### The metal 1 layer, run 1

Supply wires on this layer in grey. Cells faint in the background.
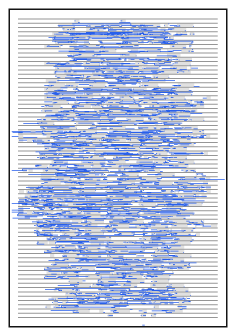
### Clock wiring as the flow saved it, run 1

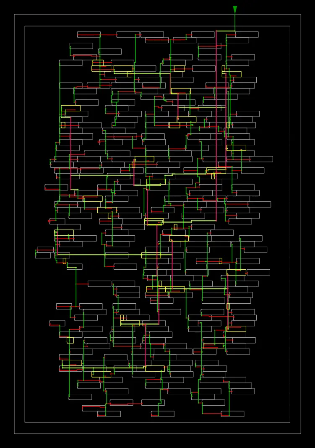
### Cells coloured by class, run 1

Bar = 50 um.
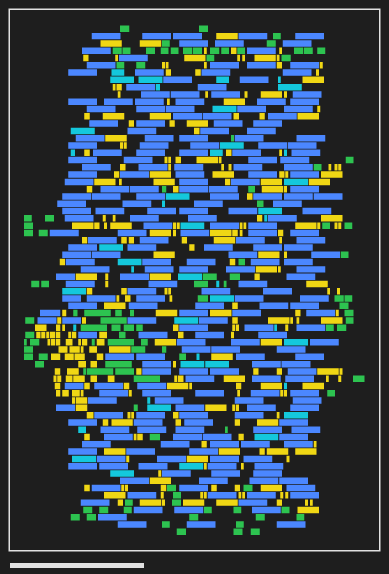
## src/rtl/bicubic_block_transpose.sv

```systemverilog
// bicubic_block_transpose
// Collects 4x4 pixel blocks that arrive column by column from the bicubic
// upsample core and re-emits each block row by row for the line writer.
// Two banks are used as a ping-pong pair so one block can fill while the
// other drains, sustaining one beat per cycle on both sides.
//
// Ports:
//   clk, rst                      clock, synchronous active-high reset
//   bcci_rsp_valid / bf_rsp_ready input column handshake
//   bcci_rsp_data1..4             rows 0..3 of the current column
//   out_valid / out_ready         output row handshake
//   out_data                      row pixels, col0 in the low byte
//   out_row                       row index within the block
//   out_last                      high on the final row of a block
module bicubic_block_transpose #(
  parameter int unsigned CHANNEL_WIDTH = 8,
  parameter int unsigned BLK           = 4
) (
  input  logic                         clk,
  input  logic                         rst,
  input  logic                         bcci_rsp_valid,
  output logic                         bf_rsp_ready,
  input  logic [CHANNEL_WIDTH-1:0]     bcci_rsp_data1,
  input  logic [CHANNEL_WIDTH-1:0]     bcci_rsp_data2,
  input  logic [CHANNEL_WIDTH-1:0]     bcci_rsp_data3,
  input  logic [CHANNEL_WIDTH-1:0]     bcci_rsp_data4,
  output logic                         out_valid,
  input  logic                         out_ready,
  output logic [BLK*CHANNEL_WIDTH-1:0] out_data,
  output logic [1:0]                   out_row,
  output logic                         out_last
);

  localparam int unsigned CW    = CHANNEL_WIDTH;
  localparam int unsigned NBANK = 2;

  // Pixel storage: bank[b][row][col]; deliberately not reset.
  logic [CW-1:0] bank_q [NBANK][BLK][BLK];
  logic [CW-1:0] bank_d [NBANK][BLK][BLK];

  logic [NBANK-1:0] full_q, full_d;
  logic             wr_bank_q, wr_bank_d;
  logic [1:0]       wr_col_q, wr_col_d;
  logic             rd_bank_q, rd_bank_d;
  logic [1:0]       rd_row_q, rd_row_d;

  logic in_hsk;
  logic out_hsk;

  // Handshake flags are pure functions of registered state.
  assign bf_rsp_ready = ~full_q[wr_bank_q];
  assign out_valid    = full_q[rd_bank_q];
  assign in_hsk       = bcci_rsp_valid & bf_rsp_ready;
  assign out_hsk      = out_valid & out_ready;

  assign out_data = {bank_q[rd_bank_q][rd_row_q][3],
                     bank_q[rd_bank_q][rd_row_q][2],
                     bank_q[rd_bank_q][rd_row_q][1],
                     bank_q[rd_bank_q][rd_row_q][0]};
  assign out_row  = rd_row_q;
  assign out_last = (rd_row_q == 2'd3);

  // Column write into the current fill bank.
  always_comb begin
    bank_d = bank_q;
    if (in_hsk) begin
      bank_d[wr_bank_q][0][wr_col_q] = bcci_rsp_data1;
      bank_d[wr_bank_q][1][wr_col_q] = bcci_rsp_data2;
      bank_d[wr_bank_q][2][wr_col_q] = bcci_rsp_data3;
      bank_d[wr_bank_q][3][wr_col_q] = bcci_rsp_data4;
    end
  end

  // Fill/drain pointers and bank full flags. A write only targets a non-full
  // bank and a read only a full one, so set and clear never hit the same bank.
  always_comb begin
    full_d    = full_q;
    wr_bank_d = wr_bank_q;
    wr_col_d  = wr_col_q;
    rd_bank_d = rd_bank_q;
    rd_row_d  = rd_row_q;
    if (in_hsk) begin
      wr_col_d = wr_col_q + 2'd1;
      if (wr_col_q == 2'd3) begin
        full_d[wr_bank_q] = 1'b1;
        wr_bank_d         = ~wr_bank_q;
      end
    end
    if (out_hsk) begin
      rd_row_d = rd_row_q + 2'd1;
      if (rd_row_q == 2'd3) begin
        full_d[rd_bank_q] = 1'b0;
        rd_bank_d         = ~rd_bank_q;
      end
    end
  end

  always_ff @(posedge clk) begin
    if (rst) begin
      full_q    <= '0;
      wr_bank_q <= 1'b0;
      wr_col_q  <= 2'd0;
      rd_bank_q <= 1'b0;
      rd_row_q  <= 2'd0;
    end else begin
      full_q    <= full_d;
      wr_bank_q <= wr_bank_d;
      wr_col_q  <= wr_col_d;
      rd_bank_q <= rd_bank_d;
      rd_row_q  <= rd_row_d;
    end
  end

  always_ff @(posedge clk) begin
    bank_q <= bank_d;
  end

endmodule

```

## config.mk

```make
export PLATFORM = sky130hd
export DESIGN_NAME = bicubic_block_transpose
export DESIGN_NICKNAME = d
export VERILOG_FILES = /design/src/rtl/bicubic_block_transpose.sv
export SDC_FILE = /design/constraint.sdc
export NUM_CORES = 1
export LEC_CHECK = 0
export ABC_AREA = 0
export CORE_ASPECT_RATIO = 1.5
export CORE_MARGIN = 5
export CORE_UTILIZATION = 43
export CTS_CLUSTER_SIZE = 14
export DETAILED_ROUTE_END_ITERATION = 8
export GPL_TIMING_DRIVEN = 0
export PLACE_DENSITY = 0.61
export SLEW_MARGIN = 20
export SYNTH_ARGS = -nofsm -noshare
export SYNTH_HDL_FRONTEND = slang
export SYNTH_SLANG_ARGS = --single-unit
```

## constraint.sdc

```tcl
create_clock -name clk -period 3.2 [get_ports clk]
set_input_delay 0.64 -clock clk [delete_from_list [all_inputs] [get_ports clk]]
set_output_delay 0.64 -clock clk [all_outputs]
set_load 0.03 [all_outputs]
```

==> qor.rpt, run 1 <==
FINAL LAYOUT
----------------------------------------------------------------------------------
Non-clock inverter count in the final layout                                     7
Number of nets in the layout                                                   710
Top library cells by usage in the layout, fill and taps aside         sky130_fd_sc_hd__edfxtp_1 (256), sky130_fd_sc_hd__nand2_1 (97), sky130_fd_sc_hd__mux4_2 (64)
Count of multi-input gates                                                     266
Plain + repair buffers                                                         106
Flip-flop and latch area                                                 7850 um^2
Total of fill cells in the finished design                                    1961
Seq/total area                                                               62.2%
Logic cell area                                                          2520 um^2
Number of antenna cells inserted                                                 0
Final non-filler cell area                                              12600 um^2
Largest cell class                                                       registers
Non-Filler Instances                                                          1009
Share of final-layout standard cells stronger than drive strength 1          19.9%
Non-clock buffer contribution to total cell area                             8.68%
Area growth from synthesis to final layout                                   20.0%
Core occupancy in the finished layout                                        52.0%

CTS
----------------------------------------------------------------------------------
H-tree depth                                                                     1
Setup fix buffers added after clock tree synthesis                               0
Clk buf depth                                                                    3
Root buffer cell                                                      sky130_fd_sc_hd__clkbuf_16
Cts repair resizes                                                              52
Number of hold-repair buffers added at the cts stage                             0
TritonCTS clock tree                                                           yes
Clock transition at the registers of the reported paths                    0.06 ns

FINAL TIMING
----------------------------------------------------------------------------------
Endpoints failing setup                                                          0
Worst Max-Slew Pin Slew                                                   0.847 ns
RSZ-0062 raised after global routing                                          true
Min Hold Slack                                                            0.506 ns
Tcrit/Tclk final                                                             97.9%
Fin Setup TNS                                                                 0 ns
Count of final max-slew check failures                                           0
Final critical delay including setup and external delays                   3.13 ns
Worst Slack Setup Final                                                  0.0664 ns
Final Hold Violation Tally                                                       0

FLOORPLAN
----------------------------------------------------------------------------------
Die X                                                                       138 um
FP Rows                                                                         70
Area enclosed by the die boundary                                       27700 um^2
Vertical die dimension                                                      202 um
Area of the core                                                        24300 um^2
Floorplan core density                                                       43.3%
Well Taps                                                                      324

SYNTHESIS
----------------------------------------------------------------------------------
Fraction of synthesized area in multiplexers                                 13.9%
Share of synthesized area occupied by flip-flops and latches                 74.6%
Mean cell area of the mapped netlist                                     18.6 um^2
Yosys warns                                                                      0
Cell count in the Yosys report                                                 564
Cell area after synthesis                                               10500 um^2
Number of storage elements in the synthesis netlist                            264
Complex Gates by Area                                                       0.631%
Distinct lib cells                                                              27
Nets in the synthesized netlist                                                605
Post-synthesis cell count                                                      564
Yosys-reported design area after synthesis                              10500 um^2
Area share of fa/ha/maj cells after synthesis                               0.595%

WORST SETUP PATH
----------------------------------------------------------------------------------
Origin of the critical flop-to-flop path                              wr_col_q[1]$_SDFFE_PP0N_
Peak fanout along the critical path                                             10
Worst reg2reg setup slack                                                  0.28 ns
Chain of cells forming the critical path                              buf_8, buf_6, mux4_2, nand2_1, nand2_1, dlygate4sd2_1
Worst Reg-to-Reg Cells                                                           5
Logic depth of the worst path, buffers included                                  6
Worst setup path end                                                   out_data[0]
Critical path class                                                        reg2out
Slowest Stage Delay on Critical Path                                       0.54 ns
Slowest cell on the critical path                                     sky130_fd_sc_hd__mux4_2
Category of the worst setup path capture point                        primary output
Number of buffers and inverters on the critical path                             3
Reg-to-reg critical path endpoint                                     bank_q[214]$_DFFE_PP_
Cell family with the largest share of critical-path delay             buffers and inverters
Endpoint arrival time on the critical path                                 2.49 ns
Startpoint types                                                         flip-flop
Critical path startpoint                                              out_row[0]$_SDFFE_PP0P_

GRT
----------------------------------------------------------------------------------
First-pass GRT wire length                                                38800 um
Overflow left after global routing                                               0
Number of global-route vias before repair                                     5893
Total global routing track utilization                                       19.7%
Maximum number of pins on one net before global-route repair                    29
Number of antenna violations at the first check in global routing                0

DRT
----------------------------------------------------------------------------------
Met3 WL                                                                    1730 um
Met2 routed wirelength                                                    14000 um
Detailed-route DRC error count                                                   0
Highest metal layer with signal wires                                         met4
Number of nets still failing antenna checks after routing                        0
Iteration tally of the first detailed-router pass                                6
Detailed router's first-iteration violation count                              676
Routed len/inst                                                            26.8 um
Routed length on met1                                                     10200 um

PLACED DESIGN
----------------------------------------------------------------------------------
Worst Setup Slack post-DPL                                               0.0863 ns
Global placer's final weighted congestion                                    0.743
DP Cell Count                                                                  967
Dpl cell area                                                           11900 um^2
Count of input and output buffers                                               71

POWER
----------------------------------------------------------------------------------
Comb. pwr                                                                 0.359 mW
Part of the total power dissipated in sequential elements                    56.1%
Post-layout power                                                          6.93 mW
Maximum VDD drop                                                          0.407 mV
Switching power share of the total                                           20.7%
Leading power group                                                   sequential cells
Net Switching                                                              1.44 mW
Power per unit of standard cell area                                   550 nW/um^2
Internal Pwr Total                                                         5.50 mW
Share of power burned in the clock network                                   38.8%
Leakage                                                                    4.26 nW

MIN PATH
----------------------------------------------------------------------------------
Min-Delay Path Depth                                                             2
Hold Crit Start                                                                rst
Hold/Removal Path Class                                                     in2reg

JOB
----------------------------------------------------------------------------------
Number of max-cap violations                                                     0

OUTCOME
----------------------------------------------------------------------------------
Result of the run                                                        completed

Back to the opening pictures, 'The metal 1 layer':
- nets with wire on the layer: 672
- share of all routed wire: 38%
- longest straight run: 55.2 um
- main direction: horizontal
met1 track utilization from global routing: 26.2%
Routed Wire Length: 27000 um
count of vias placed by the detailed router: 5684

Back to the opening pictures, 'Clock wiring as the flow saved it':
total of clock buffers placed in the layout: 35
final clock skew: 0.0165 ns
cts bufs inserted: 24
Sinks on Clock Net: 264
flip-flop and latch count: 264

Back to the opening pictures, 'Cells coloured by class':
- clock drivers and dummy loads: cyan (cells 42)
- other buffers and delay cells: green (cells 106)
- flip-flops: blue (cells 264)
- all other logic: yellow (cells 273)

[run 1: registers in the layout, summed over array words and instances, names as in the netlist]
register	flops
bank_q	256
full_q	2
out_row	2
wr_col_q	2
rd_bank_q	1
wr_bank_q	1
[run 1: synth_stat cells]
master	count	area, um^2
sky130_fd_sc_hd__or3_1	1	6.26
sky130_fd_sc_hd__a211oi_1	1	7.51
sky130_fd_sc_hd__mux4_2	64	1440
sky130_fd_sc_hd__and3_1	38	238
sky130_fd_sc_hd__a41o_1	1	10.0
sky130_fd_sc_hd__o21ai_0	3	15.0
sky130_fd_sc_hd__buf_6	5	56.3
sky130_fd_sc_hd__buf_2	7	35.0
sky130_fd_sc_hd__o31ai_1	1	7.51
sky130_fd_sc_hd__dfxtp_1	8	160
sky130_fd_sc_hd__a31oi_1	1	6.26
sky130_fd_sc_hd__nand2b_1	1	6.26
sky130_fd_sc_hd__nand2_1	97	364
sky130_fd_sc_hd__a21oi_1	4	20.0
sky130_fd_sc_hd__and2_1	33	206
sky130_fd_sc_hd__nand3_1	4	20.0
sky130_fd_sc_hd__clkbuf_1	9	33.8
sky130_fd_sc_hd__edfxtp_1	256	7690
sky130_fd_sc_hd__inv_1	7	26.3
sky130_fd_sc_hd__nor2b_1	4	25.0
sky130_fd_sc_hd__nand4b_1	1	8.76
sky130_fd_sc_hd__nor2_1	4	15.0
sky130_fd_sc_hd__ha_1	5	62.6
sky130_fd_sc_hd__buf_4	2	15.0
sky130_fd_sc_hd__nor3_1	1	5.00
sky130_fd_sc_hd__buf_1	4	15.0
sky130_fd_sc_hd__mux2i_1	2	20.0
[run 1: routing by layer]
metal / global-route usage (%) / vias up
met1: 26.2 / 2963
met4: 7.31 / 0
met2: 33.4 / 233
li1: - / 2421
met5: 0 / -
met3: 2.15 / 67
### Routed clock nets over the placement, run 1

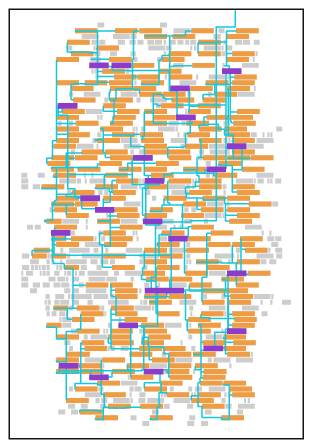

==> run 2: changes to the inputs <==
--- a/config.mk
+++ b/config.mk
@@ -9,6 +9,7 @@
 export CORE_ASPECT_RATIO = 1.5
 export CORE_MARGIN = 5
 export CORE_UTILIZATION = 43
+export CTS_CLUSTER_DIAMETER = 30
 export CTS_CLUSTER_SIZE = 14
 export DETAILED_ROUTE_END_ITERATION = 8
 export GPL_TIMING_DRIVEN = 0
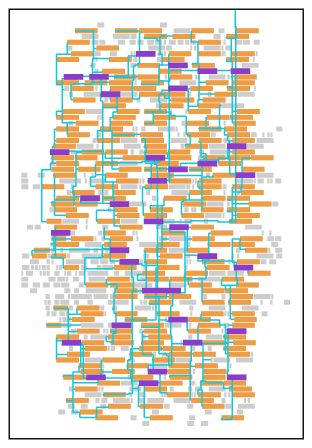
*Routed clock nets over the placement, run 2*
- clock wires: cyan (length 3090 um)
- cells driving clock nets: purple (count 35)
- flip-flops: orange (count 264)
- routed clock nets: 36
share of power burned in the clock network: 47.9%
worst-skew pair later-pin latency: 0.49 ns
clock distribution power: 3.91 mW

==> qor.rpt, run 2 <==
OUTCOME
----------------------------------------------------------------------------------
Result of the run                                                        completed

CTS
----------------------------------------------------------------------------------
Sinks on Clock Net                                                             264   unchanged
Cts bufs inserted                                                               35   +46%
Root buffer cell                                                      sky130_fd_sc_hd__clkbuf_16
H-tree depth                                                                     2   +1
TritonCTS clock tree                                                           yes
Clock transition at the registers of the reported paths                    0.05 ns   about the same
Clk buf depth                                                                    3   unchanged
Setup fix buffers added after clock tree synthesis                               0   unchanged

GRT
----------------------------------------------------------------------------------
First-pass GRT wire length                                                39200 um   +1.1%
Maximum number of pins on one net before global-route repair                    29   unchanged
Number of antenna violations at the first check in global routing                0   unchanged
Met1 track utilization from global routing                                   26.0%   -0.19 points
Overflow left after global routing                                               0   unchanged
Number of global-route vias before repair                                     5988   +1.6%
Total global routing track utilization                                       19.9%   +0.20 points
Met3 demand-to-capacity share in global routing                              2.50%   +0.35 points
Busiest metal layer after global routing                                      met2
Met2 usage in global routing                                                 33.6%   +0.26 points

DRT
----------------------------------------------------------------------------------
Routed len/inst                                                            26.5 um   -0.93%
Iteration tally of the first detailed-router pass                                5   -1
Met3 WL                                                                    1690 um   -2.2%
Detailed router's first-iteration violation count                              637   -5.8%
Met2 routed wirelength                                                    14200 um   +1.3%
Detailed-route DRC error count                                                   0   unchanged
Count of vias placed by the detailed router                                   5793   +1.9%
Routed length on met1                                                     10400 um   +1.5%
Number of nets still failing antenna checks after routing                        0   unchanged
Highest metal layer with signal wires                                         met4
Routed Wire Length                                                        27300 um   +1.1%

SYNTHESIS
----------------------------------------------------------------------------------
Cell area after synthesis                                               10500 um^2   unchanged
Cell count in the Yosys report                                                 564   unchanged
Most numerous cell in the Yosys netlist                               sky130_fd_sc_hd__edfxtp_1
Number of storage elements in the synthesis netlist                            264   unchanged
Leading register cell type out of synthesis                           sky130_fd_sc_hd__edfxtp_1
Cell type with the largest total area after synthesis                 sky130_fd_sc_hd__edfxtp_1
Yosys warns                                                                      0   unchanged
Dominant cell area share                                                     73.1%   unchanged
Share of synthesized area occupied by flip-flops and latches                 74.6%   unchanged
Nets in the synthesized netlist                                                605   unchanged
Post-synthesis cell count                                                      564   unchanged
Number of enable-type register cells in the synthesized netlist                256   unchanged
Most frequent cells after synthesis                                   sky130_fd_sc_hd__edfxtp_1 (256), sky130_fd_sc_hd__nand2_1 (97), sky130_fd_sc_hd__mux4_2 (64)
Synth area leaders                                                    sky130_fd_sc_hd__edfxtp_1 (73%), sky130_fd_sc_hd__mux4_2 (14%), sky130_fd_sc_hd__nand2_1 (3.5%), sky130_fd_sc_hd__and3_1 (2.3%), sky130_fd_sc_hd__and2_1 (2.0%)
Share of async-settable or async-resettable flops after synthesis               0%   unchanged
Distinct lib cells                                                              27   unchanged
Mean cell area of the mapped netlist                                     18.6 um^2   unchanged
Yosys-reported design area after synthesis                              10500 um^2   unchanged

FINAL TIMING
----------------------------------------------------------------------------------
Fin Setup TNS                                                                 0 ns   unchanged
RSZ-0062 raised after global routing                                         false
Worst Max-Slew Pin Slew                                                   0.835 ns   -0.0121 ns
Tcrit/Tclk final                                                             96.8%   -1.1 points
Final Hold Violation Tally                                                       0   unchanged
Worst rel slew slack                                                         44.3%
Endpoints failing setup                                                          0   unchanged
Final clock skew                                                         0.0107 ns   -0.00585 ns
Final critical delay including setup and external delays                   3.10 ns   -0.0357 ns
Count of final max-slew check failures                                           0   unchanged
Max Freq                                                                   323 MHz

WORST SETUP PATH
----------------------------------------------------------------------------------
Slowest cell on the critical path                                     sky130_fd_sc_hd__mux4_2
Category of the worst setup path capture point                        primary output
Critical path class                                                        reg2out
Most used cell, CP                                                    sky130_fd_sc_hd__nand2_1
Startpoint types                                                         flip-flop
Peak fanout along the critical path                                             10   unchanged
Number of buffers and inverters on the critical path                             3   unchanged
Endpoint arrival time on the critical path                                 2.46 ns   -0.03 ns
Cell family with the largest share of critical-path delay             buffers and inverters
Chain of cells forming the critical path                              buf_8, buf_6, mux4_2, nand2_1, nand2_1, dlygate4sd2_1
Slowest Stage Delay on Critical Path                                       0.54 ns   about the same

POWER
----------------------------------------------------------------------------------
Power per unit of standard cell area                                   624 nW/um^2   +13%
Leading power group                                                          clock
Maximum VDD drop                                                          0.361 mV   -11%
Internal Pwr Total                                                         6.45 mW   +17%
Post-layout power                                                          8.16 mW   +18%
Net Switching                                                              1.71 mW   +19%
Comb. pwr                                                                 0.360 mW   about the same
Power in sequential cells                                                  3.89 mW
Switching power share of the total                                           21.0%   +0.23 points
Leakage                                                                    4.46 nW   +4.7%
Part of the total power dissipated in sequential elements                    47.7%   -8.4 points

PLACED DESIGN
----------------------------------------------------------------------------------
HPWL after detailed placement                                             17000 um
Worst Setup Slack post-DPL                                               0.0863 ns   unchanged
DP Cell Count                                                                  967   unchanged
Count of input and output buffers                                               71   unchanged
Global placer's final weighted congestion                                    0.743   unchanged

FLOORPLAN
----------------------------------------------------------------------------------
Die X                                                                       138 um   unchanged
Floorplan core density                                                       43.3%   unchanged
Vertical die dimension                                                      202 um   unchanged
FP Rows                                                                         70   unchanged
Area of the core                                                        24300 um^2   unchanged
Area enclosed by the die boundary                                       27700 um^2   unchanged
Top-level port count                                                            73

FINAL LAYOUT
----------------------------------------------------------------------------------
Top library cells by usage in the layout, fill and taps aside         sky130_fd_sc_hd__edfxtp_1 (256), sky130_fd_sc_hd__nand2_1 (97), sky130_fd_sc_hd__mux4_2 (64)
Number of antenna cells inserted                                                 0   unchanged
Non-Filler Instances                                                          1030   +2.1%
Share of final-layout standard cells stronger than drive strength 1          23.2%   +3.4 points
Number of flip-flops under the largest register name                           256   unchanged
Number of nets in the layout                                                   721   +1.5%
Reg with most FFs                                                           bank_q
Total of fill cells in the finished design                                    1906   -2.8%

MIN PATH
----------------------------------------------------------------------------------
Hold/Removal Path Class                                                     in2reg

JOB
----------------------------------------------------------------------------------
Number of max-cap violations                                                     0   unchanged

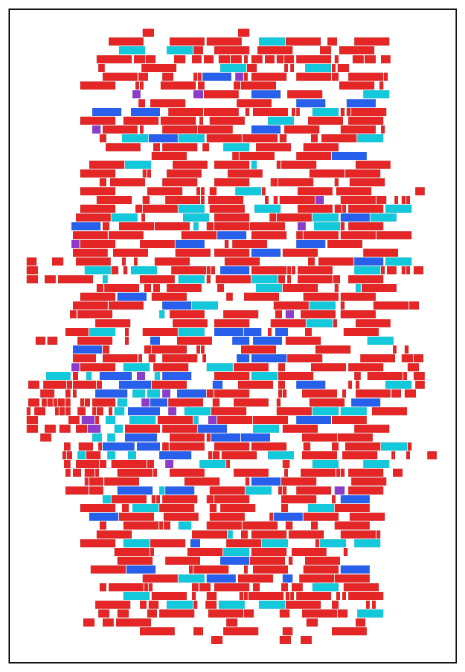
*Cells by drive strength, run 2*
- drive 1 or less: red (cells 542; share 77%)
- drive 2: cyan (cells 88; share 12%)
- drive 6 and up: blue (cells 58; share 8.2%)
- drive 3 to 4: purple (cells 18; share 2.5%)
area growth from synthesis to final layout: 24.4%
final non-filler cell area: 13100 um^2
Worst Slack Setup Final: 0.102 ns
Plain + repair buffers: 106

[run 2: cell types whose count changed in the layout (fill, tap and decap cells not counted), moves of 4 or more]
cell	before	now
sky130_fd_sc_hd__clkbuf_16	25	37
sky130_fd_sc_hd__clkbuf_1	13	7
sky130_fd_sc_hd__clkinvlp_4	0	6
sky130_fd_sc_hd__bufinv_16	0	4
[run 2: what timing repair did]
action | 4_1_cts | 5_1_grt
endpoints found under the hold margin | 0 | 0
setup endpoints to repair | 32 | 1
hold buffers | 0 | 0
gates resized | 54 | 1
[run 2: final cells by class]
cell class	instances	area [um^2]	share of cell area, %
repair buffers	79	883	6.75
clock buffers	38	930	7.11
well taps	324	405	3.10
inverters	7	26.3	0.201
plain buffers	27	209	1.60
clock inverters	25	258	1.97
flip-flops and latches	264	7850	60.0
multi-input cells	266	2520	19.2
[run 2: path summary, 6_finish.rpt]
check | start | end | slack (ns) | cells past startpoint
max | out_row[0]$_SDFFE_PP0P_ | out_data[0] | 0.10 | 6
max reg2reg | wr_col_q[0]$_SDFFE_PP0N_ | bank_q[174]$_DFFE_PP_ | 0.27 | 5
min | rst | out_row[1]$_SDFFE_PP0P_ | 0.52 | 2
min reg2reg | wr_col_q[0]$_SDFFE_PP0N_ | wr_col_q[0]$_SDFFE_PP0N_ | 0.55 | 2
[run 2: cell families after synthesis]
logic type / count (synthesis) / share of synthesized area (%)
mux: 66 / 13.9
compound gates: 11 / 0.631
buf+inv: 34 / 1.73
flops: 264 / 74.6
simple gates: 184 / 8.51
fa+ha+maj: 5 / 0.595
[run 2: stage by stage]
step                      instance area, um^2  util [%]  hold WS (ns)
after CTS                               13100      53.9         0.509
after floorplan                         10500         -         0.462
after global routing                    13100      53.9         0.539
after global placement                  11600      47.9         0.478
final                                   13100      53.9         0.524
after detailed placement                11900      48.9         0.538
### The metal 1 layer, run 2

Supply wires on this layer in grey. Cells faint in the background.
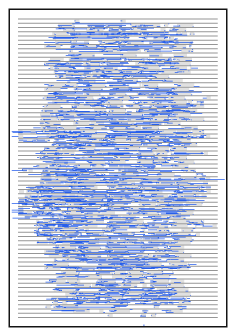

==> run 3: changes to the inputs <==
--- a/config.mk
+++ b/config.mk
@@ -8,12 +8,12 @@
 export ABC_AREA = 0
 export CORE_ASPECT_RATIO = 1.5
 export CORE_MARGIN = 5
-export CORE_UTILIZATION = 43
+export CORE_UTILIZATION = 45
 export CTS_CLUSTER_DIAMETER = 30
 export CTS_CLUSTER_SIZE = 14
 export DETAILED_ROUTE_END_ITERATION = 8
 export GPL_TIMING_DRIVEN = 0
-export PLACE_DENSITY = 0.61
+export PLACE_DENSITY = 0.64
 export SLEW_MARGIN = 20
 export SYNTH_ARGS = -nofsm -noshare
 export SYNTH_HDL_FRONTEND = slang
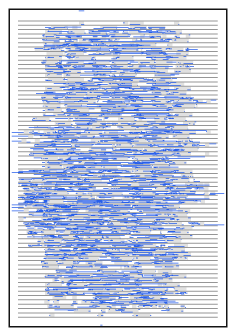
*The metal 1 layer, run 3*
Supply wires on this layer in grey. Cells faint in the background.
- wire length on this layer: 10100 um
- longest straight run: 63.0 um
- main direction: horizontal
- nets with wire on the layer: 678
- share of all routed wire: 37%
count of vias placed by the detailed router: 5768
met1 track utilization from global routing: 25.9%
Routed Wire Length: 27100 um

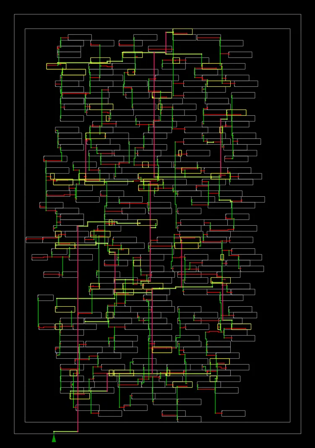
*Clock wiring as the flow saved it, run 3*
clock distribution power: 3.54 mW
cts bufs inserted: 30
worst-skew pair later-pin latency: 0.54 ns
total of clock buffers placed in the layout: 34
final clock skew: 0.00807 ns

==> qor.rpt, run 3 <==
OUTCOME
-------------------------------------------------------------------------------------
Result of the run                                                           completed

FINAL TIMING
-------------------------------------------------------------------------------------
Final Hold Violation Tally                                                          0   unchanged
Worst Max-Slew Pin Slew                                                      0.884 ns   +0.0494 ns
Count of final max-slew check failures                                              0   unchanged
Tcrit/Tclk final                                                                98.1%   +1.3 points
Final critical delay including setup and external delays                      3.14 ns   +0.0415 ns
Fin Setup TNS                                                                    0 ns   unchanged
Max Freq                                                                      319 MHz   -1.3%
Endpoints failing setup                                                             0   unchanged
Worst rel slew slack                                                            41.0%   -3.3 points
RSZ-0062 raised after global routing                                             true

CTS
-------------------------------------------------------------------------------------
Clk buf depth                                                                       3   unchanged
Sinks on Clock Net                                                                264   unchanged
Number of hold-repair buffers added at the cts stage                                0   unchanged
H-tree depth                                                                        1   -1
Cts repair resizes                                                                 47   -13%
TritonCTS clock tree                                                              yes
Setup fix buffers added after clock tree synthesis                                  0   unchanged
Clock transition at the registers of the reported paths                       0.06 ns   about the same
Root buffer cell                                                         sky130_fd_sc_hd__clkbuf_16

FLOORPLAN
-------------------------------------------------------------------------------------
Area enclosed by the die boundary                                          26600 um^2   -4.2%
FP Rows                                                                            68   -2.9%
Area of the core                                                           23100 um^2   -5.0%
Floorplan core density                                                          45.6%   +2.3 points
Top-level port count                                                               73   unchanged
Vertical die dimension                                                         197 um   -2.1%
Die X                                                                          135 um   -2.1%

SYNTHESIS
-------------------------------------------------------------------------------------
Yosys warns                                                                         0   unchanged
Post-synthesis cell count                                                         564   unchanged
Distinct lib cells                                                                 27   unchanged
Share of async-settable or async-resettable flops after synthesis                  0%   unchanged
Nets in the synthesized netlist                                                   605   unchanged
Yosys-reported design area after synthesis                                 10500 um^2   unchanged
Share of synthesized area occupied by flip-flops and latches                    74.6%   unchanged
Cell count in the Yosys report                                                    564   unchanged
Synth area leaders                                                       sky130_fd_sc_hd__edfxtp_1 (73%), sky130_fd_sc_hd__mux4_2 (14%), sky130_fd_sc_hd__nand2_1 (3.5%), sky130_fd_sc_hd__and3_1 (2.3%), sky130_fd_sc_hd__and2_1 (2.0%)
Most frequent cells after synthesis                                      sky130_fd_sc_hd__edfxtp_1 (256), sky130_fd_sc_hd__nand2_1 (97), sky130_fd_sc_hd__mux4_2 (64)
Most numerous cell in the Yosys netlist                                  sky130_fd_sc_hd__edfxtp_1
Mean cell area of the mapped netlist                                        18.6 um^2   unchanged
Number of storage elements in the synthesis netlist                               264   unchanged
Number of enable-type register cells in the synthesized netlist                   256   unchanged
Cell area after synthesis                                                  10500 um^2   unchanged
Cell type with the largest total area after synthesis                    sky130_fd_sc_hd__edfxtp_1
Leading register cell type out of synthesis                              sky130_fd_sc_hd__edfxtp_1
Dominant cell area share                                                        73.1%   unchanged

DRT
-------------------------------------------------------------------------------------
Number of nets still failing antenna checks after routing                           0   unchanged
Routed len/inst                                                               26.7 um   +0.73%
Detailed-route DRC error count                                                      0   unchanged
Met2 routed wirelength                                                       14500 um   +1.8%
Routed length on met1                                                        10100 um   -3.0%
Routed via count divided by cell count                                           5.69
Highest metal layer with signal wires                                            met4
Detailed router's first-iteration violation count                                 570   -11%
Met3 WL                                                                       1600 um   -5.3%
Iteration tally of the first detailed-router pass                                   5   unchanged

FINAL LAYOUT
-------------------------------------------------------------------------------------
Number of antenna cells inserted                                                    0   unchanged
Most frequent standard cell in the layout excluding fill and tap cells   sky130_fd_sc_hd__edfxtp_1
Non-Filler Instances                                                             1014   -1.6%
Number of nets in the layout                                                      716   -0.69%
Area growth from synthesis to final layout                                      22.7%
Reg with most FFs                                                              bank_q
Total of fill cells in the finished design                                       1766   -7.3%
Core occupancy in the finished layout                                           56.0%   +2.1 points
Share of final-layout standard cells stronger than drive strength 1             21.7%   -1.5 points
Number of flip-flops under the largest register name                              256   unchanged
Top library cells by usage in the layout, fill and taps aside            sky130_fd_sc_hd__edfxtp_1 (256), sky130_fd_sc_hd__nand2_1 (97), sky130_fd_sc_hd__mux4_2 (64)

MIN PATH
-------------------------------------------------------------------------------------
Hold worst-path end                                                      out_row[1]$_SDFFE_PP0P_
Hold/Removal Path Class                                                        in2reg
Min-Delay Path Depth                                                                2   unchanged
Hold Crit Start                                                                   rst

GRT
-------------------------------------------------------------------------------------
Number of antenna violations at the first check in global routing                   0   unchanged
Met2 usage in global routing                                                    37.0%   +3.3 points
Busiest metal layer after global routing                                         met2
Met3 demand-to-capacity share in global routing                                 2.57%   +0.073 points
First-pass GRT wire length                                                   39600 um   +0.97%
Number of global-route vias before repair                                        6198   +3.5%
Total global routing track utilization                                          20.6%   +0.66 points
Maximum number of pins on one net before global-route repair                       32   +10%
Overflow left after global routing                                                  0   unchanged

JOB
-------------------------------------------------------------------------------------
Tally of OpenROAD warnings                                                         30
Number of max-cap violations                                                        0   unchanged

WORST SETUP PATH
-------------------------------------------------------------------------------------
Worst Reg-to-Reg Cells                                                              4   -1
Slowest cell on the critical path                                        sky130_fd_sc_hd__mux4_2
Worst reg2reg setup slack                                                     0.27 ns   about the same
Origin of the critical flop-to-flop path                                 wr_bank_q$_SDFFE_PP0P_
Peak fanout along the critical path                                                10   unchanged
Cell family with the largest share of critical-path delay                buffers and inverters
Chain of cells forming the critical path                                 buf_8, buf_6, mux4_2, nand2_1, nand2_1, dlygate4sd2_1
Startpoint types                                                            flip-flop
Most used cell, CP                                                       sky130_fd_sc_hd__nand2_1
Slowest Stage Delay on Critical Path                                          0.53 ns   about the same
Category of the worst setup path capture point                           primary output
Endpoint arrival time on the critical path                                    2.50 ns   +0.04 ns
Critical path class                                                           reg2out
Number of buffers and inverters on the critical path                                3   unchanged
CP Data Required Time                                                         2.56 ns
Reg-to-reg critical path endpoint                                        bank_q[110]$_DFFE_PP_

PLACED DESIGN
-------------------------------------------------------------------------------------
DP Cell Count                                                                     958   -0.93%
Global placer's final weighted congestion                                       0.784   +5.5%
HPWL after detailed placement                                                16800 um   -1.4%
Count of input and output buffers                                                  71   unchanged

POWER
-------------------------------------------------------------------------------------
Leakage                                                                       4.40 nW   -1.5%
Power per unit of standard cell area                                      604 nW/um^2   -3.2%
Post-layout power                                                             7.79 mW   -4.5%
Maximum VDD drop                                                             0.458 mV   +27%

[run 3: cell counts after synthesis]
No cell type changed its count.
[run 3: layout make-up]
cell class | count | area, um^2 | area share, %
timing repair buffer | 79 | 883 | 6.85
tap | 315 | 394 | 3.05
multi-input combinational | 266 | 2520 | 19.5
clock inverter | 22 | 246 | 1.91
buffer | 27 | 199 | 1.54
clock buffer | 34 | 787 | 6.10
sequential | 264 | 7850 | 60.8
inverter | 7 | 26.3 | 0.204
[run 3: logic make-up after synthesis]
| kind of cell | share of synthesized area [%] |
|---|---|
| flops | 74.6 |
| buf+inv | 1.73 |
| mux | 13.9 |
| simple gates | 8.51 |
| compound gates | 0.631 |
| fa+ha+maj | 0.595 |
[run 3: report_power, final]
part           switching [mW]  internal [mW]  total [mW]
sequential             0.0192           3.87        3.89
combinational           0.231          0.130       0.361
clock                    1.42           2.12        3.54
total                    1.67           6.12        7.79
[run 3: how the worst max path moves through the flow]
stage / from / to / cells after the start
floorplan: wr_col_q[0]$_SDFFE_PP0N_ / bank_q[128]$_DFFE_PP_ / 4
global placement: wr_col_q[0]$_SDFFE_PP0N_ / bank_q[228]$_DFFE_PP_ / 4
detailed placement: wr_col_q[1]$_SDFFE_PP0N_ / bank_q[148]$_DFFE_PP_ / 5
CTS: out_row[0]$_SDFFE_PP0P_ / out_data[3] / 6
global route: out_row[0]$_SDFFE_PP0P_ / out_data[10] / 6
finish: out_row[0]$_SDFFE_PP0P_ / out_data[10] / 6
[run 3: through the flow]
step,instance area [um^2],worst slack (ns),hold WS [ns]
finish,12900,0.0606,0.480
global route,12900,-0.0270,0.499
CTS,12900,0.0319,0.465
detailed placement,11900,-0.0415,0.536
global placement,11600,-1.05,0.479
floorplan,10500,0.487,0.462
Power is estimated from default activity; no workload was simulated.
